### config.mk
export PLATFORM = sky130hd
export DESIGN_NAME = branch_pc_unit
export DESIGN_NICKNAME = d
export VERILOG_FILES = /design/src/rtl/risc_branch_pkg.sv /design/src/rtl/branch_cond.sv /design/src/rtl/branch_pc_unit.sv
export SDC_FILE = /design/constraint.sdc
export NUM_CORES = 1
export LEC_CHECK = 0
export CAP_MARGIN = 20
export CORE_ASPECT_RATIO = 1.4
export CORE_MARGIN = 2
export CORE_UTILIZATION = 30
export CTS_BUF_LIST = sky130_fd_sc_hd__clkbuf_16
export CTS_CLUSTER_DIAMETER = 100
export DETAILED_ROUTE_END_ITERATION = 10
export PLACE_DENSITY = 0.63
export SLEW_MARGIN = 40
export SYNTH_ARGS = -nofsm -noshare
export SYNTH_HDL_FRONTEND = slang
export SYNTH_SLANG_ARGS = --single-unit
### constraint.sdc
create_clock -name clk -period 2.7 [get_ports clk]
set_clock_uncertainty 0.15 [all_clocks]
set_input_delay 0.54 -clock clk [delete_from_list [all_inputs] [get_ports clk]]
set_output_delay 0.54 -clock clk [all_outputs]
set_load 0.02 [all_outputs]
### src/rtl/risc_branch_pkg.sv
// Shared types and constants for the branch/PC stage.
package risc_branch_pkg;

  typedef enum logic [1:0] {
    BR_B   = 2'b00,
    BR_BL  = 2'b01,
    BR_BX  = 2'b10,
    BR_BLX = 2'b11
  } br_kind_e;

  localparam logic [2:0] COND_B   = 3'b000;
  localparam logic [2:0] COND_BEQ = 3'b001;
  localparam logic [2:0] COND_BNE = 3'b010;
  localparam logic [2:0] COND_BLT = 3'b011;
  localparam logic [2:0] COND_BLE = 3'b100;

  typedef enum logic [1:0] {
    IDLE   = 2'b00,
    EVAL   = 2'b01,
    COMMIT = 2'b10
  } state_e;

  function automatic logic writes_link(input logic [1:0] kind);
    return (kind == BR_BL) || (kind == BR_BLX);
  endfunction

endpackage

### src/rtl/branch_cond.sv
// Combinational branch-condition evaluator against the latched Z/N/V flags.
module branch_cond
  import risc_branch_pkg::*;
(
  input  logic [2:0] cond,
  input  logic [1:0] br_kind,
  input  logic       Z,
  input  logic       N,
  input  logic       V,
  output logic       take
);

  always_comb begin
    take = 1'b0;
    if (br_kind != BR_B) begin
      take = 1'b1;
    end else begin
      case (cond)
        COND_B:   take = 1'b1;
        COND_BEQ: take = Z;
        COND_BNE: take = ~Z;
        COND_BLT: take = N ^ V;
        COND_BLE: take = (N ^ V) | Z;
        default:  take = 1'b0;
      endcase
    end
  end

endmodule

### src/rtl/branch_pc_unit.sv
// PC register, status flags and 3-cycle branch FSM (IDLE -> EVAL -> COMMIT).
// Optional saturating taken-branch counter enabled by defining BRANCH_COUNT_EN.
module branch_pc_unit
  import risc_branch_pkg::*;
#(
  parameter int unsigned PC_WIDTH   = 9,
  parameter int unsigned DATA_WIDTH = 16
) (
  input  logic                  clk,
  input  logic                  reset,
  input  logic                  Z_in,
  input  logic                  N_in,
  input  logic                  V_in,
  input  logic                  load_s,
  input  logic                  pc_inc,
  input  logic                  start,
  input  logic [1:0]            br_kind,
  input  logic [2:0]            cond,
  input  logic [DATA_WIDTH-1:0] sximm8,
  input  logic [DATA_WIDTH-1:0] rd_target,
  output logic [PC_WIDTH-1:0]   PC,
  output logic [DATA_WIDTH-1:0] link_out,
  output logic                  link_we,
  output logic                  busy,
  output logic                  done,
  output logic                  taken,
  output logic                  Z_out,
  output logic                  N_out,
  output logic                  V_out
`ifdef BRANCH_COUNT_EN
  ,
  output logic [15:0]           taken_count
`endif
);

  logic [1:0]          state;
  logic [1:0]          kind_r;
  logic [2:0]          cond_r;
  logic [PC_WIDTH-1:0] off_r;
  logic [PC_WIDTH-1:0] tgt_r;
  logic                take;
  logic [PC_WIDTH-1:0] pc_plus1;
  logic [PC_WIDTH-1:0] next_pc;

  // Only the low PC_WIDTH bits of offset and register target reach the PC.
  logic unused_hi;
  assign unused_hi = ^{sximm8[DATA_WIDTH-1:PC_WIDTH], rd_target[DATA_WIDTH-1:PC_WIDTH]};

  always_ff @(posedge clk or posedge reset) begin
    if (reset) begin
      Z_out <= 1'b0;
      N_out <= 1'b0;
      V_out <= 1'b0;
    end else if (load_s) begin
      Z_out <= Z_in;
      N_out <= N_in;
      V_out <= V_in;
    end
  end

  branch_cond u_branch_cond (
    .cond    (cond_r),
    .br_kind (kind_r),
    .Z       (Z_out),
    .N       (N_out),
    .V       (V_out),
    .take    (take)
  );

  always_comb begin
    pc_plus1 = PC + 1'b1;
    next_pc  = pc_plus1;
    if (taken) begin
      next_pc = kind_r[1] ? tgt_r : (pc_plus1 + off_r);
    end
  end

  always_ff @(posedge clk or posedge reset) begin
    if (reset) begin
      state  <= IDLE;
      PC     <= '0;
      taken  <= 1'b0;
      kind_r <= '0;
      cond_r <= '0;
      off_r  <= '0;
      tgt_r  <= '0;
    end else begin
      case (state)
        IDLE: begin
          if (start) begin
            kind_r <= br_kind;
            cond_r <= cond;
            off_r  <= sximm8[PC_WIDTH-1:0];
            tgt_r  <= rd_target[PC_WIDTH-1:0];
            state  <= EVAL;
          end else if (pc_inc) begin
            PC <= pc_plus1;
          end
        end
        EVAL: begin
          taken <= take;
          state <= COMMIT;
        end
        COMMIT: begin
          PC    <= next_pc;
          state <= IDLE;
        end
        default: state <= IDLE;
      endcase
    end
  end

  assign busy     = (state != IDLE);
  assign done     = (state == COMMIT);
  assign link_we  = done && writes_link(kind_r);
  assign link_out = {{(DATA_WIDTH - PC_WIDTH){1'b0}}, pc_plus1};

`ifdef BRANCH_COUNT_EN
  always_ff @(posedge clk or posedge reset) begin
    if (reset) begin
      taken_count <= '0;
    end else if (done && taken && (taken_count != 16'hFFFF)) begin
      taken_count <= taken_count + 16'd1;
    end
  end
`endif

endmodule

==> results.txt <==
run metrics: result of the run=completed, tap cells=97, clock-pin slew reported for the worst setup and hold paths after clock tree synthesis=0.06 ns, number of DRC violations after detailed-routing iteration 0=76, synth top area cells=sky130_fd_sc_hd__dfrtp_1 (43%), sky130_fd_sc_hd__mux2_2 (11%), sky130_fd_sc_hd__ha_1 (5.6%), sky130_fd_sc_hd__a21oi_1 (3.8%), sky130_fd_sc_hd__xor2_1 (3.1%), worst slew slack as a fraction of its limit=0.526, share of flip-flops with an asynchronous set or reset=1.00, DRC violations left=0, worst reg2reg setup slack=0.08 ns, count of flip-flops with a built-in enable after synthesis=0, met2 track demand over resource=0.244, Avg Synthesized Cell Area=10.6 um^2, Die ar.=8140 um^2, xor/xnor share=0.0635, static leakage=1.29 nW, power density over the cells=1140 nW/um^2, hold endpoint=state[1], cell count after synthesis=211, Antenna diodes=0, final hold slack=0.343 ns, height of the die=106 um, ratio of routed vias to standard cells=4.74, final std cell area, no fill=3190 um^2, Seq area share=0.300, wire length on met2=2.96 mm, Cell Count Post-Placement=367, Max H-tree Level=2, critical setup path kind=register to register, Critical Path Max Stage Delay=0.40 ns, cell chain of the critical path=ha_4, nand3_4, nor2_2, xor2_2, ha_1, a21oi_1, o21a_1, o31ai_2, xnor2_1, or3_1, a21oi_2, dominant kind of cell=combinational gates, Post CTS Setup Buffer Count=0, cell type with the largest total area after synthesis=sky130_fd_sc_hd__dfrtp_1, drt first pass iters=6, Final #Nets=333, and+or+nand+nor area frac=0.119, number of clock buffers in the layout=5, Boundary Pins=77, routed metal-1 wire length=2.19 mm, Multi-Input Combinational=158, Post-CTS Hold Buffers=0, yosys stat chip area=2230 um^2, peak supply drop=0.000350 V, share of cells above drive strength 1=0.241, timing endpoint of the critical path=PC[7], area fraction in full adders, half adders and majority gates=0.0652, max-cap check violation count=0, number of vias after detailed routing=1777, Overall Power=3.63 mW, global-route usage over all layers=0.141, Worst Hold Class=register to register, OpenROAD warning count=42, source of the critical timing path=PC[0], layout buffering overhead excluding clock cells=0.199, Arr. time, crit path=2.68 ns, Worst-Margin Slew=0.709 ns, post-synthesis cell count from yosys=211, routability congestion estimate from global placement=0.835, synthesized area=2230 um^2, post-synthesis sequential area ratio=0.427, Hold Violations, Final=0, CP Capture Type=register, final tally of setup violations=0, Storage cell area=955 um^2, post-detailed-route wirelength per cell=14.6 um, count leader, synth=sky130_fd_sc_hd__dfrtp_1, number of antenna violations at the first check in global routing=0, TritonCTS clock tree=built, met1 usage=0.167, timing-limited maximum frequency=381 MHz, standard-cell rows=37, combinational share of cell area=0.410, top logic cell family in the synthesized netlist=AND-OR/OR-AND gates, tally of nets with antenna violations remaining after routing=0, setup slack of the critical path after layout=0.0787 ns, quantity of I/O buffers inserted on ports=55, Tcrit/Tclk final=0.971, uppermost signal routing layer after detailed routing=met4, Hold Crit Depth=1, Warnings, synthesis=0, number of distinct library cells after synthesis=44, final critical path time including I/O delays and setup=2.62 ns, final routed wirelength across all metal layers=5.48 mm, Met3 Routed Length=200 um, required time of the critical path=2.75 ns
==> where the power goes <==
| part | switching, mW | internal [mW] |
|---|---|---|
| combinational | 1.05 | 1.03 |
| sequential | 0.234 | 0.743 |
| clock | 0.228 | 0.337 |
| total | 1.51 | 2.11 |
==> sequential cells by signal (all words and copies together) (netlist names) <==
signal and cells:
N_out 1, taken 1, PC 9, cond_r 3, tgt_r 9, off_r 9, kind_r 2, V_out 1
Z_out 1, state 2
==> worst max-delay path, delay by kind of cell, from the launching register on <==
kind | cells | cell delay [ns]
AOI/OAI and AO/OA | 4 | 0.56
DFF | 1 | 0.40
xor gates and xnor gates | 2 | 0.30
and+or+nand+nor | 3 | 0.66
adders and majority gates | 2 | 0.47
**The metal 1 layer**

Cells faint in the background.
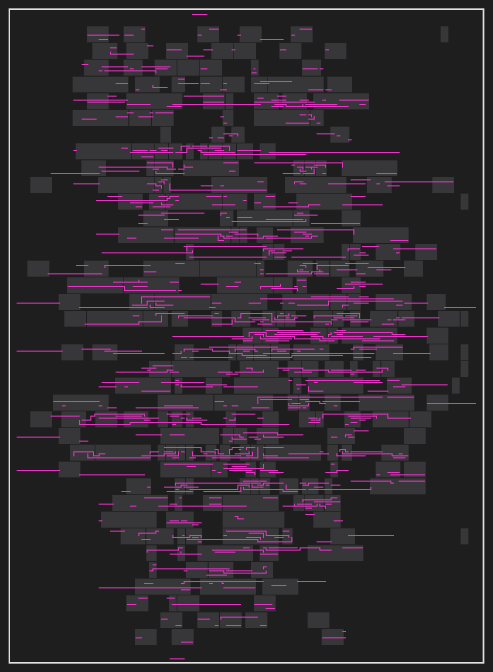
The layer holds 40% of the routed length. The longest straight run is 21.6 um.

**Signal wires on met2**

Bar = 20 um.
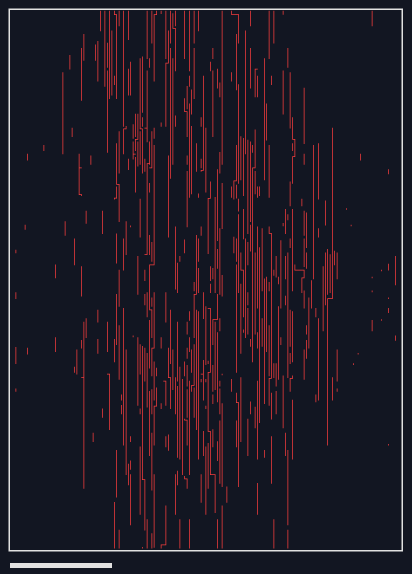
The layer holds 54% of the routed length. 277 nets have wire on it. The layer carries 2960 um of wire. The wires run mostly vertical.

**Signal wires on met3**

Bar = 20 um.
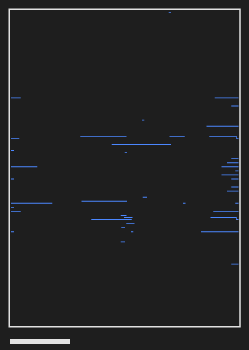
The layer holds 3.7% of the routed length. 33 nets have wire on it. The layer carries 200 um of wire.

**The clock network**

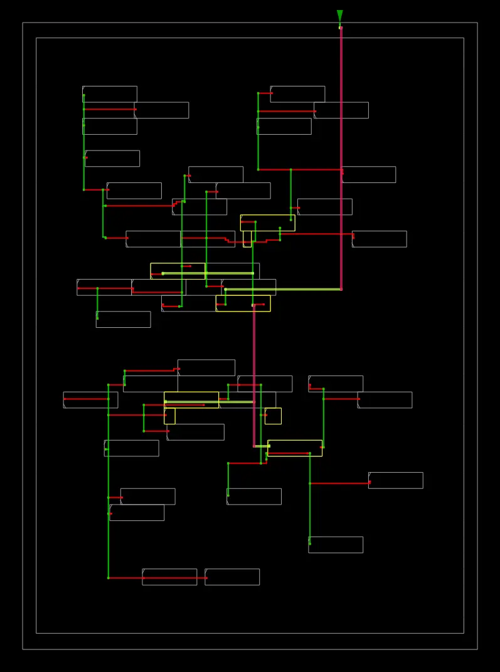
sequential cell count of the final layout: 38
CTS buffer count: 5
clk pwr: 0.565 mW
number of sinks on the clock net: 38
clock insertion delay at the later pin of the skew report: 0.28 ns

Power and IR drop assume default switching activity.
